$ cat src/rtl/result_bcd_converter.sv
// result_bcd_converter: serial double-dabble converter from a 16-bit magnitude
// plus sign flag to five BCD digits, with valid/ready handshakes on both sides.
// One result takes 16 CONVERT cycles. A result is accepted in IDLE and then
// held in DONE until the display driver takes it.
// Optional macro LEADING_ZERO_BLANK_EN: leading zero digits above the units
// digit are shown as the blank code 4'hF.
module result_bcd_converter (
  input  logic        clk,
  input  logic        reset_n,
  input  logic        in_valid,
  output logic        in_ready,
  input  logic [15:0] in_result,
  input  logic        in_neg,
  output logic        out_valid,
  input  logic        out_ready,
  output logic [19:0] bcd,
  output logic        out_neg,
  output logic        busy
);

  localparam int unsigned BIN_W  = 16;
  localparam int unsigned DIGITS = 5;
  localparam int unsigned BCD_W  = 4 * DIGITS;
  localparam int unsigned STEP_W = 4;

  typedef enum logic [1:0] {
    IDLE    = 2'd0,
    CONVERT = 2'd1,
    DONE    = 2'd2
  } state_t;

  state_t             state_q;
  logic [STEP_W-1:0]  step_q;
  logic [BIN_W-1:0]   bin_q, bin_d;
  logic [BCD_W-1:0]   dab_q, dab_d;
  logic [BCD_W-1:0]   adj;
  logic [BCD_W-1:0]   final_d;
  logic               neg_q;
  logic [BCD_W-1:0]   bcd_q;
  logic               out_neg_q;

  // One double-dabble step: add 3 to nibbles >= 5, then shift {bcd, binary} left
  always_comb begin
    adj = dab_q;
    for (int i = 0; i < int'(DIGITS); i++) begin
      if (adj[4*i +: 4] >= 4'd5) begin
        adj[4*i +: 4] = 4'(adj[4*i +: 4] + 4'd3);
      end
    end
    {dab_d, bin_d} = (BCD_W + BIN_W)'({adj, bin_q} << 1);
  end

`ifdef LEADING_ZERO_BLANK_EN
  logic lead;

  // Replace leading zero digits above the units digit with the blank code
  always_comb begin
    final_d = dab_d;
    lead    = 1'b1;
    for (int i = int'(DIGITS) - 1; i >= 1; i--) begin
      if (lead && (final_d[4*i +: 4] == 4'd0)) begin
        final_d[4*i +: 4] = 4'hF;
      end else begin
        lead = 1'b0;
      end
    end
  end
`else
  // Plain zero-padded BCD
  always_comb begin
    final_d = dab_d;
  end
`endif

  // Control FSM with capture, conversion datapath and registered results
  always_ff @(posedge clk or negedge reset_n) begin
    if (!reset_n) begin
      state_q   <= IDLE;
      step_q    <= '0;
      bin_q     <= '0;
      dab_q     <= '0;
      neg_q     <= 1'b0;
      bcd_q     <= '0;
      out_neg_q <= 1'b0;
    end else begin
      case (state_q)
        IDLE: begin
          if (in_valid) begin
            bin_q   <= in_result;
            neg_q   <= in_neg;
            dab_q   <= '0;
            step_q  <= '0;
            state_q <= CONVERT;
          end
        end
        CONVERT: begin
          bin_q  <= bin_d;
          dab_q  <= dab_d;
          step_q <= STEP_W'(step_q + STEP_W'(1));
          if (step_q == STEP_W'(15)) begin
            bcd_q     <= final_d;
            out_neg_q <= neg_q;
            state_q   <= DONE;
          end
        end
        DONE: begin
          if (out_ready) begin
            state_q <= IDLE;
          end
        end
        default: state_q <= IDLE;
      endcase
    end
  end

  // Handshake and status flags decode directly from the state register
  assign in_ready  = (state_q == IDLE);
  assign out_valid = (state_q == DONE);
  assign busy      = (state_q != IDLE);
  assign bcd       = bcd_q;
  assign out_neg   = out_neg_q;

endmodule

$ cat config.mk
export PLATFORM = sky130hd
export DESIGN_NAME = result_bcd_converter
export DESIGN_NICKNAME = d
export VERILOG_FILES = /design/src/rtl/result_bcd_converter.sv
export SDC_FILE = /design/constraint.sdc
export NUM_CORES = 1
export LEC_CHECK = 0
export ABC_AREA = 1
export CORE_MARGIN = 2
export CORE_UTILIZATION = 40
export CTS_BUF_LIST = sky130_fd_sc_hd__clkbuf_16
export CTS_CLUSTER_DIAMETER = 150
export CTS_CLUSTER_SIZE = 16
export DETAILED_ROUTE_END_ITERATION = 8
export PLACE_DENSITY = 0.66
export SLEW_MARGIN = 15
export SYNTH_ARGS = -nofsm -noshare
export SYNTH_HDL_FRONTEND = slang
export SYNTH_SLANG_ARGS = --single-unit
$ cat constraint.sdc
create_clock -name clk -period 1.8 [get_ports clk]
set_input_delay 0.18 -clock clk [delete_from_list [all_inputs] [get_ports clk]]
set_output_delay 0.18 -clock clk [all_outputs]
set_load 0.05 [all_outputs]
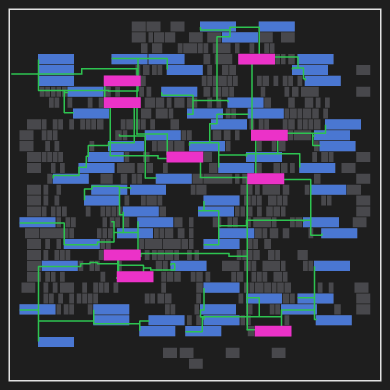
Figure 1: run 1, clock network drawn from the DEF.
(4 px per um)
Key: blue = flip-flops [count 64]; magenta = cells driving clock nets [count 9]; green = clock wires [length 851 um]
There are 10 routed clock nets. Position of the flops: spread over the die.
clock power share: 19.0%
worst clock skew: 0.00704 ns
Clk. pwr: 1.46 mW
clk_lat worst skew: 0.33 ns

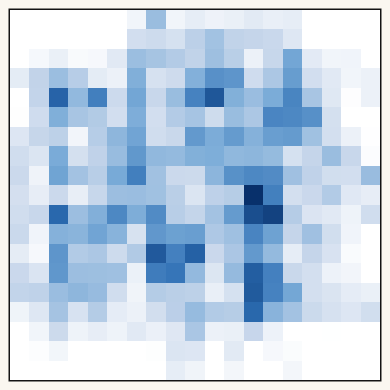
Figure 2: run 1, routed metal per tile.
(4 px per um) 19 x 19 tiles, from white (low) to dark blue (high), scaled to the fullest tile. Values are wire area over tile area, all layers added.
14% of the tiles are over half the peak. The densest ninth of the die: middle. The fullest tile reaches 0.48. The mean over all tiles is 0.12.
vias: 2,757
Routed WL: 6760 um
GRT Resource Usage Total: 17.1%
drt wl/cell: 12.0 um

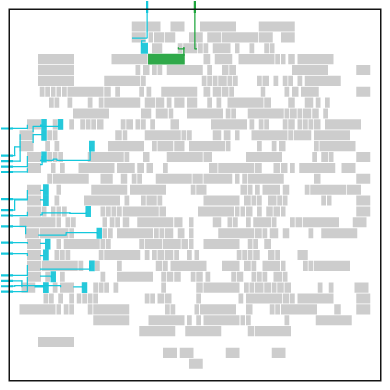
Figure 3: run 1, port wiring.
(4 px per um)
Key: cyan = in_result [bits 16, direction input, edge 15 left, 1 top, end cells 16, buffers 16, wire 189 um]; green = out_neg [bits 1, direction output, edge top, end cells 1, buffers 1, wire 13.9 um]

==> metrics.csv, run 1 <==
metric;value;unit
drt_iter0_markers;118;
synth-edff-count;0;
p_switching;3.44;mW
p_leak;2.07;nW
fin_nets;488;
timing.slew.headroom;64.5;%
gr-usage-met2;28.5;%
synthMostInstantiatedCell;nand2_1;
critPathCapture;bcd[0];
warning_count;31;
placed_cell_area;3720;sq um
worst_setup_path_end_kind;primary output;
syn_area_per_cell;7.78;sq um
ys.flop_type;dfrtp_1;
grt_overflow;0;
finalNonFillerCells;561;
nNonClkBuffers;55;
p_sw_share;44.9;%
status;complete, no violations;
fp.dieArea;8560;sq um
aoi_share;5.15;%
diodes;0;
timing.final.ws_setup;0.127;ns
async_reset_ff_share;100;%
crit_path_cell_trace;clkdlybuf4s50_1;
top_area_share;51.1;%
sh_seq_area;40.3;%
ys_seq_share;51.1;%
synth_area;3130;sq um
ys_top_logic_family;simple AND/OR/NAND/NOR gates;
rsz0062_at_grt;false;
num_rows;32;
avgViaCountPerCell;4.91;
grt_pass1_vias;2678;
crit_cells;1;
multi_input_comb_cells;299;
flop-count;64;
rr_endpoint;bcd[3];
hold_viol;0;
m1WireLength;3070;um
Figure 4. Selected gate families (run 1).
(4 px per um)
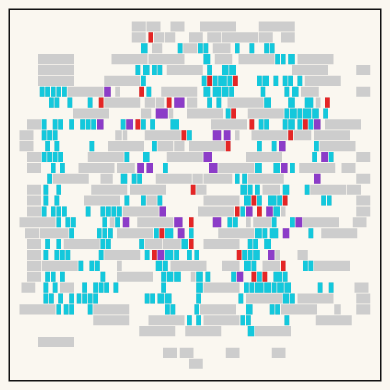

==> run 2: changes to the inputs <==
- ABC_AREA: 1 -> unset
- CORE_UTILIZATION: 40 -> 54
- PLACE_DENSITY: 0.66 -> 0.83
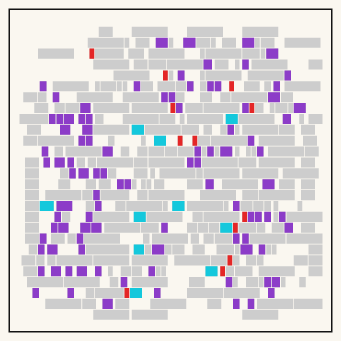
Figure 5: run 2, selected gate families.
(4 px per um)
Key: purple = inverting AOI/OAI gates [cells 96, most used o21ai_0, where spread over the die]; red = inverters [cells 12, most used inv_1]; cyan = AND-OR and OR-AND gates [cells 10, most used a22o_1]
Final Non-Filler Cells: 439
most numerous logic cell after layout: dfrtp_1
combinational share of cell area: 34.8%

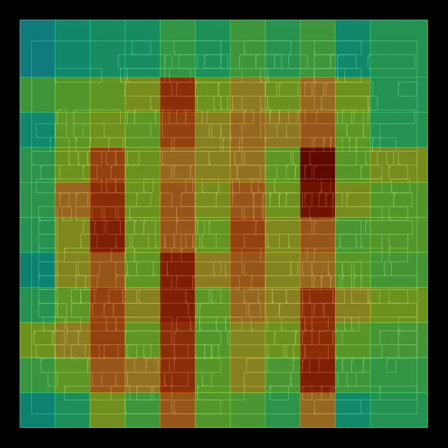
Figure 6: run 2, routing congestion map.
GRT Resource Usage Total: 23.9%
drt wl/cell: 15.8 um

==> metrics.csv, run 2 <==
metric;value;unit;change
aoi_share;20.5;%;+15 points
status;complete, no violations;;
drt_iter0_markers;210;;+78%
p_clk_share;19.8;%;+0.8 points
syn_area_per_cell;10.2;sq um;+31%
crit_cells;6;;+5
p_sw_share;42.2;%;-2.7 points
pg_clk;1.65;mW;+10%
clock_skew;0.00407;ns;-0.00297 ns
top_area_share;51.0;%;-0.12 points
synth-edff-count;0;;unchanged
rsz0062_at_grt;false;;
clkLatencyLatePin;0.32;ns;about the same
hold_viol;0;;unchanged
ys.flop_type;dfrtp_1;;
fp.dieArea;6440;sq um;-25%
rr_endpoint;dab_q[14];;
wirelength;6960;um;+2.9%
crit_path_cell_trace;inv_1, ha_1, nand2b_1, a21oi_1, mux2_2, o21ai_0;;
vias;2526;;-8.4%
No activity file was given, so power comes from the tool's default toggle rates.
